## config.mk

```make
export PLATFORM = sky130hd
export DESIGN_NAME = out_channel_drain_flat
export DESIGN_NICKNAME = d
export VERILOG_FILES = /design/src/rtl/out_channel_drain_if.sv /design/src/rtl/out_channel_drain.sv /design/src/flat_wrapper.sv
export SDC_FILE = /design/constraint.sdc
export NUM_CORES = 1
export LEC_CHECK = 0
export ABC_AREA = 1
export CAP_MARGIN = 20
export CELL_PAD_IN_SITES_DETAIL_PLACEMENT = 0
export CELL_PAD_IN_SITES_GLOBAL_PLACEMENT = 1
export CORE_UTILIZATION = 40
export CTS_BUF_LIST = sky130_fd_sc_hd__clkbuf_16
export CTS_CLUSTER_DIAMETER = 100
export DETAILED_ROUTE_END_ITERATION = 12
export PLACE_DENSITY = 0.74
export SKIP_LAST_GASP = 1
export SLEW_MARGIN = 20
export SYNTH_ARGS = -nofsm -noshare
export SYNTH_HDL_FRONTEND = slang
export SYNTH_SLANG_ARGS = --single-unit
```

## constraint.sdc

```tcl
create_clock -name clock -period 3.1 [get_ports clock]
set_clock_uncertainty 0.2 [all_clocks]
set_input_delay 0.62 -clock clock [delete_from_list [all_inputs] [get_ports clock]]
set_output_delay 0.62 -clock clock [all_outputs]
set_load 0.005 [all_outputs]
```

## src/rtl/out_channel_drain_if.sv

```systemverilog
// out_channel_drain_if
//
// Groups every non-clock signal of the output-channel drain stage.
//
// Parameters:
//   MemoryElementWidth - width of each channel word
//   NOut               - buffer depth in words
//
// Signals:
//   outWrite, outData, finished  - from the program-execution machine
//   streamReady                  - from the stream consumer
//   streamValid, streamData,
//   streamLast                   - valid/ready output stream
//   full, count, overflow, done,
//   checksum                     - status
//
// Modports:
//   slave  - the drain stage itself
//   master - whoever drives the machine side and consumes the stream
interface out_channel_drain_if #(
    parameter int MemoryElementWidth = 12,
    parameter int NOut = 6
);
    logic                            outWrite;
    logic [MemoryElementWidth-1:0]   outData;
    logic                            finished;
    logic                            streamReady;
    logic                            streamValid;
    logic [MemoryElementWidth-1:0]   streamData;
    logic                            streamLast;
    logic                            full;
    logic [$clog2(NOut+1)-1:0]       count;
    logic                            overflow;
    logic                            done;
    logic [MemoryElementWidth-1:0]   checksum;

    modport slave (
        input  outWrite, outData, finished, streamReady,
        output streamValid, streamData, streamLast, full, count,
               overflow, done, checksum
    );

    modport master (
        output outWrite, outData, finished, streamReady,
        input  streamValid, streamData, streamLast, full, count,
               overflow, done, checksum
    );
endinterface

```

## src/rtl/out_channel_drain.sv

```systemverilog
// out_channel_drain
//
// Captures words emitted by the machine's `out` instruction into a circular
// buffer of NOut entries and streams them in order over valid/ready. Once the
// machine reports `finished`, the remaining words are drained, the final one
// is flagged with streamLast, and `done` is raised.
//
// Ports:
//   clock  - sole clock, rising edge
//   reset  - asynchronous, active-low
//   bus    - out_channel_drain_if.slave (machine side, stream side, status)
//
// Optional feature macro: OUT_CHANNEL_DRAIN_CHECKSUM_EN
//   defined   - checksum accumulates every accepted stream word mod 2^W
//   undefined - checksum is tied to zero
module out_channel_drain #(
    parameter int MemoryElementWidth = 12,
    parameter int NOut = 6
) (
    input  logic                clock,
    input  logic                reset,
    out_channel_drain_if.slave  bus
);
    localparam int W  = MemoryElementWidth;
    localparam int PW = $clog2(NOut);
    localparam int CW = $clog2(NOut + 1);

    typedef enum logic [1:0] {
        RUN   = 2'd0,
        DRAIN = 2'd1,
        DONE  = 2'd2
    } state_t;

    state_t          st;
    logic [W-1:0]    mem [NOut];
    logic [PW-1:0]   wp;
    logic [PW-1:0]   rp;
    logic [CW-1:0]   cnt;
    logic            overflow_r;
    logic            done_r;

    logic            valid;
    logic            is_full;
    logic            rd_en;
    logic            wr_req;
    logic            wr_en;

    // Depth need not be a power of two, so pointers wrap explicitly.
    function automatic logic [PW-1:0] next_ptr(input logic [PW-1:0] p);
        return (p == PW'(NOut - 1)) ? '0 : p + PW'(1);
    endfunction

    assign valid   = (cnt != '0);
    assign is_full = (cnt == CW'(NOut));
    assign rd_en   = valid && bus.streamReady;
    // Writes are only considered while running; a full buffer still accepts
    // a write when a read frees the oldest slot on the same edge.
    assign wr_req  = bus.outWrite && (st == RUN);
    assign wr_en   = wr_req && (!is_full || rd_en);

    // Storage carries no reset: contents are meaningless while count is 0.
    always_ff @(posedge clock) begin
        if (wr_en) begin
            mem[wp] <= bus.outData;
        end
    end

    always_ff @(posedge clock or negedge reset) begin
        if (!reset) begin
            wp  <= '0;
            rp  <= '0;
            cnt <= '0;
        end else begin
            if (wr_en) begin
                wp <= next_ptr(wp);
            end
            if (rd_en) begin
                rp <= next_ptr(rp);
            end
            case ({wr_en, rd_en})
                2'b10:   cnt <= cnt + CW'(1);
                2'b01:   cnt <= cnt - CW'(1);
                default: cnt <= cnt;
            endcase
        end
    end

    // Run/drain/done sequencing with registered overflow and done flags.
    // DRAIN waits for an empty buffer as seen after the last read's edge,
    // so done rises one edge after that read.
    always_ff @(posedge clock or negedge reset) begin
        if (!reset) begin
            st         <= RUN;
            overflow_r <= 1'b0;
            done_r     <= 1'b0;
        end else begin
            case (st)
                RUN: begin
                    if (wr_req && !wr_en) begin
                        overflow_r <= 1'b1;
                    end
                    if (bus.finished) begin
                        st <= DRAIN;
                    end
                end
                DRAIN: begin
                    if (cnt == '0) begin
                        st     <= DONE;
                        done_r <= 1'b1;
                    end
                end
                DONE: begin
                    st <= DONE;
                end
                default: begin
                    st <= RUN;
                end
            endcase
        end
    end

`ifdef OUT_CHANNEL_DRAIN_CHECKSUM_EN
    logic [W-1:0] csum;

    always_ff @(posedge clock or negedge reset) begin
        if (!reset) begin
            csum <= '0;
        end else if (rd_en) begin
            csum <= csum + mem[rp];
        end
    end

    assign bus.checksum = csum;
`else
    assign bus.checksum = '0;
`endif

    assign bus.streamValid = valid;
    assign bus.streamData  = mem[rp];
    assign bus.streamLast  = (st == DRAIN) && (cnt == CW'(1));
    assign bus.full        = is_full;
    assign bus.count       = cnt;
    assign bus.overflow    = overflow_r;
    assign bus.done        = done_r;
endmodule

```

## src/flat_wrapper.sv

```systemverilog
// flat-port wrapper written by rule: the top's interface ports become plain ports
module out_channel_drain_flat 
#(
    parameter int MemoryElementWidth = 12,
    parameter int NOut = 6
)
  (clock, reset, bus_outWrite, bus_outData, bus_finished, bus_streamReady, bus_streamValid, bus_streamData, bus_streamLast, bus_full, bus_count, bus_overflow, bus_done, bus_checksum);
  out_channel_drain_if #(.MemoryElementWidth(MemoryElementWidth), .NOut(NOut)) bus_i ();
  input  logic clock;
  input  logic reset;
  input wire logic [$bits(bus_i.outWrite)-1:0] bus_outWrite;
  input wire logic [$bits(bus_i.outData)-1:0] bus_outData;
  input wire logic [$bits(bus_i.finished)-1:0] bus_finished;
  input wire logic [$bits(bus_i.streamReady)-1:0] bus_streamReady;
  output wire logic [$bits(bus_i.streamValid)-1:0] bus_streamValid;
  output wire logic [$bits(bus_i.streamData)-1:0] bus_streamData;
  output wire logic [$bits(bus_i.streamLast)-1:0] bus_streamLast;
  output wire logic [$bits(bus_i.full)-1:0] bus_full;
  output wire logic [$bits(bus_i.count)-1:0] bus_count;
  output wire logic [$bits(bus_i.overflow)-1:0] bus_overflow;
  output wire logic [$bits(bus_i.done)-1:0] bus_done;
  output wire logic [$bits(bus_i.checksum)-1:0] bus_checksum;
  assign bus_i.outWrite = bus_outWrite;
  assign bus_i.outData = bus_outData;
  assign bus_i.finished = bus_finished;
  assign bus_i.streamReady = bus_streamReady;
  assign bus_streamValid = bus_i.streamValid;
  assign bus_streamData = bus_i.streamData;
  assign bus_streamLast = bus_i.streamLast;
  assign bus_full = bus_i.full;
  assign bus_count = bus_i.count;
  assign bus_overflow = bus_i.overflow;
  assign bus_done = bus_i.done;
  assign bus_checksum = bus_i.checksum;
  out_channel_drain #(.MemoryElementWidth(MemoryElementWidth), .NOut(NOut)) u_core (.clock(clock), .reset(reset), .bus(bus_i));
endmodule
```

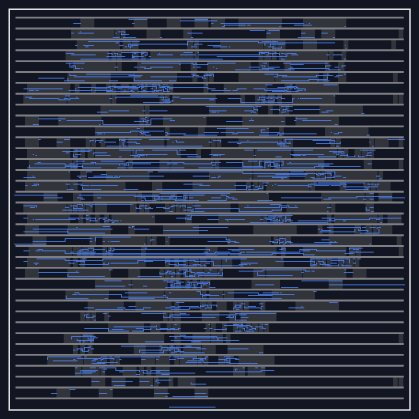
Fig. 1. M1 wires (run 1).
(4 px per um) Supply wires on this layer in gray.
The layer holds 46% of the routed length. The longest straight run is 37.7 um. The wires run mostly horizontal. 389 nets have wire on it.

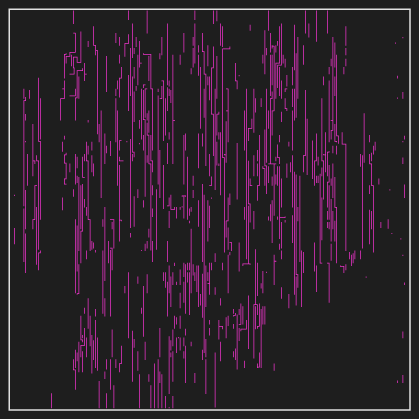
Fig. 2. Signal wires on met2 (run 1).
(4 px per um)
The longest straight run is 42.5 um. The wires run mostly vertical. The layer carries 3490 um of wire. The layer holds 47% of the routed length.

==> summary.txt, run 1 <==
The implementation run finished. According to the timing report, the critical path is captured at bus_streamData[11]. In this run the worst setup path begins at u_core.rp[2]. Once the clock tree was built, the resizer swapped 0 gates to a different size.

Looking at the max-slew report, the worst-margin pin has a slew of between 600 and 700 ps. After synthesis the netlist holds a flip-flop and latch count of approximately 85. Chip area in the Yosys report landed at between 3000 and 4000 sq um. After synthesis, the mean cell area works out to approximately 11 sq um. The run finished with clean final reports.

Along the worst hold path, the cell count comes to 1. The startpoint identified for the worst hold timing path is u_core.bus.done. Count of buffers inserted at the top-level ports landed at 36. Combinational power share landed at between 30% and 40%. Tool warning count landed at 32. Setup repair after global routing left no endpoint under its margin.

Area fraction in compound gates landed at 0.686%. At the later pin of the worst-skew pair, clock insertion delay measures about 330 ps. Iteration count of the initial detailed-routing pass landed at 4. The path with the worst hold slack has its endpoint at u_core.bus.done.

In this run, the synthesized area fraction spent on xor and xnor cells is recorded as less than 1%. The worst register-to-register path ends at u_core.mem[3][4]. Total negative setup slack landed at 0 ps. Warnings reported by Yosys during synthesis add up to 0. The number of placed instances, taps included, is around 520. In the CTS report, the clock slew at the register clock pins of the worst setup and hold paths is listed as approximately 60 ps. Minimum setup slack in the final design landed at ~260 ps. Max-slew violation count landed at 0.

Power per cell area landed at slightly above 900 nW/um^2. TritonRoute reported its final design rule violation total as 0. The required time at the worst endpoint is listed as 2280 ps. The commonest cells after synthesis are sky130_fd_sc_hd__nand2_1 (129), sky130_fd_sc_hd__edfxtp_1 (72), sky130_fd_sc_hd__nand3_1 (46). In the Yosys report the total cell count is 363. The cell sequence reported for the critical path is inv_1 > nand3_1 > nand3_1 > clkdlybuf4s50_1. The end-of-flow timing check tallies setup violations at 0. Maximum fanout count along the critical path landed at 13. OpenROAD reports that the post-layout worst path occupies 91.7% of the period. Count of cell instances traversed by the critical path landed at 4. In the post-synthesis netlist, the biggest area contributors are sky130_fd_sc_hd__edfxtp_1 (56%), sky130_fd_sc_hd__nand2_1 (13%), sky130_fd_sc_hd__dfrtp_1 (8.5%).

In the routed layout, each cell is associated on average with a via count of ~4.6. Overall die area landed at about 10000 sq um. After synthesis, the largest family of logic cells by area is simple AND/OR/NAND/NOR gates.
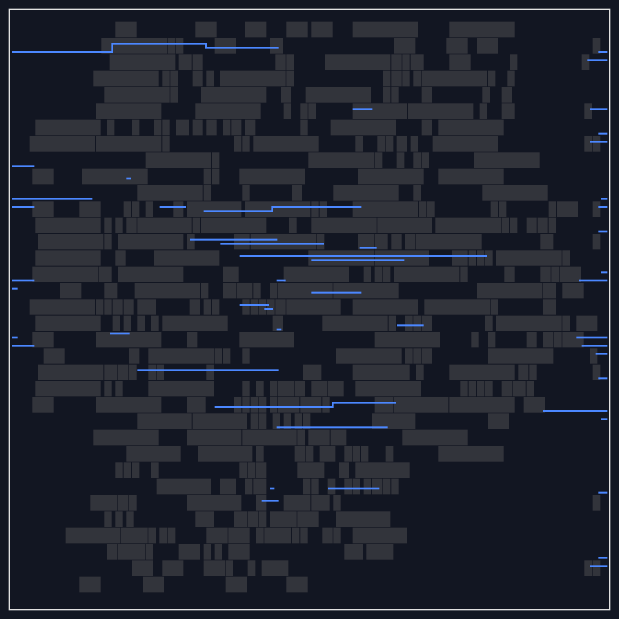
Fig. 3. Met3 routing (run 1).
(6 px per um)
The longest straight run is 40.9 um. 36 nets have wire on it. The layer holds 4.7% of the routed length. The wires run mostly horizontal. The layer carries 351 um of wire.

run 1: power by group through the flow:
stage	Sequential (uW)	Clock [uW]	Combinational (uW)
2_1_floorplan	1520	0	1000
3_3_place_gp	1570	0	1550
3_5_place_dp	1580	0	1580
4_1_cts	1550	1160	1590
5_1_grt	1580	1210	1770
6_report	1550	1140	1570
run 1: flip-flops by register name (all words and copies together), names as in the netlist:
| name | cells |
|---|---|
| u_core.wp | 3 |
| u_core.mem | 72 |
| u_core.bus.done | 1 |
| u_core.bus.count | 3 |
| u_core.rp | 3 |
| u_core.bus.overflow | 1 |
| u_core.st | 2 |
run 1: metal layers:
metal / vias to the layer above / GRT usage [%] / wire length, um
met5: - / 0 / 0
met4: 0 / 6.22 / 173
met3: 15 / 4.18 / 350
met2: 62 / 26.2 / 3490
met1: 1156 / 22.0 / 3460
li1: 1242 / - / -
run 1: cells in the final DEF (no fill, tap or decap), drive strengths merged, types with 3 or more instances in the layout:
cell,synthesis,layout
nand3,46,46
nand2,131,131
conb,1,12
dfrtp,13,13
clkbuf,2,9
ha,9,9
or2,12,12
buf,24,10
clkdlybuf4s50,0,36
inv,34,36
nor2,9,9
edfxtp,72,72
nor3,3,3
run 1: worst register-to-register path, delay by kind of cell (launching register included):
family | cells | cell delay, ps
adder cells (fa/ha/maj) | 1 | 220
flip-flops | 1 | 420
buffers and inverters | 3 | 600
AND/OR/NAND/NOR | 3 | 370
run 1: final cells by class:
type,instances,area (sq um)
Clock buffer,9,225
Multi-Input combinational cell,229,1080
Clock inverter,7,97.6
Tap cell,129,161
Fill cell,843,4610
Timing Repair Buffer,46,448
Sequential cell,85,2490
Inverter,34,130
==> run 2: changes to the inputs <==
Settings changed: CTS_CLUSTER_DIAMETER 100 to 120, TNS_END_PERCENT set to 20.
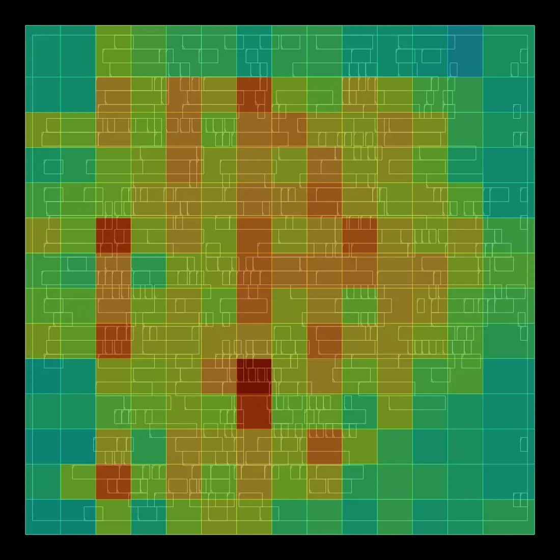
Fig. 4. Routing congestion (run 2).
met3 usage: 4.18%
overall global routing resource usage: 16.5%
met2 GRT Util: 26.2%

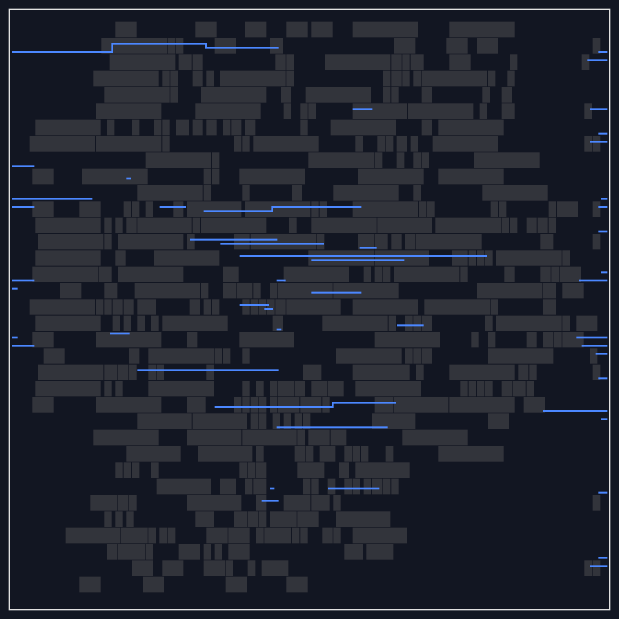
Fig. 5. Met3 routing (run 2).
(6 px per um)
36 nets have wire on it. The wires run mostly horizontal.

==> run 2 against run 1 <==
Net effect: global-route usage did not move; sequential share of layout area unchanged; final area is the same; critical endpoint unchanged.
==> summary.txt, run 2 <==
The implementation run finished. The worst-case hold path end point is u_core.bus.done (unchanged). Count of flip-flops with a built-in enable after synthesis landed at 72 (unchanged). Fraction of layout instances using a drive strength above 1 landed at 8.29% (unchanged). The TritonCTS clock tree is yes (unchanged). Hold-fix buffer count after cts landed at 0 (unchanged).

Slack of the worst reg-to-reg path landed at 930 ps (about the same). Count of cell instances traversed by the critical path landed at 4 (unchanged). The most area-hungry cell type in the Yosys netlist is sky130_fd_sc_hd__edfxtp_1 (unchanged).

The startpoint of the most critical hold path was u_core.bus.done (unchanged). Clock latency on the worst-skew pair landed at 330 ps (about the same). Clock period minus worst slack landed at 2840 ps (unchanged). The number of clock buffers inserted by TritonCTS was 9 (unchanged).

Most instantiated logic cells after routing: sky130_fd_sc_hd__nand2_1 (129), sky130_fd_sc_hd__edfxtp_1 (72), sky130_fd_sc_hd__nand3_1 (46) (unchanged). The flip-flop count of the largest register after layout came to 72 (unchanged). The endpoint of the most critical setup path is bus_streamData[11] (unchanged).

The cell family contributing the most delay on the critical path is buffers and inverters (unchanged). Hold-critical path depth landed at 1 (unchanged). The most frequent logic cell in the layout is sky130_fd_sc_hd__nand2_1 (unchanged). Effective utilization at floorplan landed at 41.4% (unchanged).

Number of placed instances with taps included landed at 523 (unchanged). The cell with the biggest individual delay on the critical path was sky130_fd_sc_hd__dfrtp_1 (unchanged). Cell breakdown of the critical path: inv_1 > nand3_1 > nand3_1 > clkdlybuf4s50_1 (unchanged). Top cells by count, synth: sky130_fd_sc_hd__nand2_1 (129), sky130_fd_sc_hd__edfxtp_1 (72), sky130_fd_sc_hd__nand3_1 (46) (unchanged). The worst hold-check path type was reg2reg (unchanged). The synthesis-stage register bit count is 85 (unchanged).

Iteration count of the initial detailed-routing pass landed at 4 (unchanged). Clock-pin slew reported for the worst setup and hold paths after clock tree synthesis landed at 60 ps (about the same). Proportion of register bits with asynchronous set or reset after synthesis landed at 15.3% (unchanged). The total negative setup slack is 0 ps (unchanged). The initial antenna violation count was 0 (unchanged). The count of non-filler cells in the finished layout was 539 (unchanged). The count of warnings emitted by yosys was 0 (unchanged).

Max-slew violation count landed at 0 (unchanged). Routed via count divided by cell count landed at 4.59 (unchanged). The launch point of the critical path is u_core.rp[2] (unchanged). The instance count of the mapped netlist is 363 (unchanged). Die width landed at 99.8 um (unchanged). Post-synthesis instance area landed at 3830 sq um (unchanged). The yosys stat cell total is 363 (unchanged). The startpoint of the worst register-to-register path is u_core.bus.count[0] (unchanged).

The critical path endpoint category was an output pin (unchanged). Transition time at the pin with the least slew margin landed at 634 ps (unchanged). Run status: complete, no violations (unchanged). The start-to-end type of the worst setup path was reg2out (unchanged).

Count of vias placed by the detailed router landed at 2475 (unchanged). The placer congestion estimate was 0.733 (unchanged). Count of buffers inserted at the top-level ports landed at 36 (unchanged). The overall die area came to 9960 sq um (unchanged). The register with the most flip-flops is u_core.mem (unchanged). The minimum setup slack in the final design came to 256 ps (unchanged). Y dimension of the die landed at 99.8 um (unchanged). The maximum number of pins on one net before global-route repair came to 28 (unchanged). Data required time of the critical path landed at 2280 ps (about the same). Number of different library cells in the post-synthesis netlist landed at 24 (unchanged). The total DRC errors in the routed layout came to 0 (unchanged). Power per cell area landed at 921 nW/um^2 (unchanged).

Setup violation total in the final timing report landed at 0 (unchanged). The number of global-route vias before repair is 2431 (unchanged). Post-DP HPWL landed at 4780 um (unchanged). Leading post-synthesis cells by cell area: sky130_fd_sc_hd__edfxtp_1 (56%), sky130_fd_sc_hd__nand2_1 (13%), sky130_fd_sc_hd__dfrtp_1 (8.5%) (unchanged). Leakage power landed at 0.00194 uW (unchanged).

Average instance area after synthesis landed at 10.5 sq um (unchanged). The reg-to-reg endpoint was u_core.mem[3][4] (unchanged). Total grt overflow landed at 0 (unchanged). Unrepaired setup endpoints after global routing: no (unchanged). The global-route wire length before repair is 12300 um (unchanged). The library cell with the highest instance count after synthesis was sky130_fd_sc_hd__nand2_1 (unchanged). Number of buffers inserted by post-CTS setup repair landed at 0 (unchanged).

The tool warning count came to 32 (unchanged). Chip area in the Yosys report landed at 3830 sq um (unchanged). Maximum fanout count along the critical path landed at 13 (unchanged). Share of the clock period used by the worst path after layout landed at 91.7% (unchanged).
## run 2: cell counts after synthesis
Identical to the previous run, type by type.
## run 2: power by group
group          total [uW]  switching (uW)  internal (uW)
registers            1550             131           1420
logic                1570             853            714
clock network        1140             434            709
total                4260            1420           2840
## run 2: per-layer routing
metal / wire length [um] / track usage [%] / share of wire [%] / up-vias
met1: 3460 / 22.0 / 46 / 1156
met2: 3490 / 26.2 / 47 / 62
met4: 173 / 6.22 / 2.3 / 0
li1: - / - / - / 1242
met5: 0 / 0 / 0 / -
met3: 350 / 4.18 / 4.7 / 15
## run 2: logic make-up (layout without fill, tap and decap cells)
logic type	after synthesis	in the layout	synth area share (%)
adder cells (fa/ha/maj)	9	9	2.94
other	1	12	0.0980
AND-OR/OR-AND	4	4	0.687
XOR/XNOR	3	3	0.687
buffers and inverters	60	96	8.30
AND/OR/NAND/NOR	201	201	22.3
flip-flops	85	85	65.0
## run 2: repair_timing
| action | in CTS | in global routing |
|---|---|---|
| resized | 0 | 1 |
| endpoints found under the hold margin | 0 | 0 |
| setup endpoints to repair | 0 | 2 |
## run 2: final cells by class
type / instances / area (sq um)
Fill cell: 843 / 4610
Sequential cell: 85 / 2490
Multi-Input combinational cell: 229 / 1080
Timing Repair Buffer: 46 / 448
Clock buffer: 9 / 225
Tap cell: 129 / 161
Inverter: 34 / 130
Clock inverter: 7 / 97.6
## run 2: metrics by stage
step	area, sq um	hold WS, ps	util (%)
6_report	4630	269	50.1
5_1_grt	4630	293	50.1
4_1_cts	4630	274	50.1
3_5_place_dp	4310	260	46.6
3_3_place_gp	4310	259	46.6
2_1_floorplan	3870	124	-
No activity file was given, so power comes from the tool's default toggle rates.
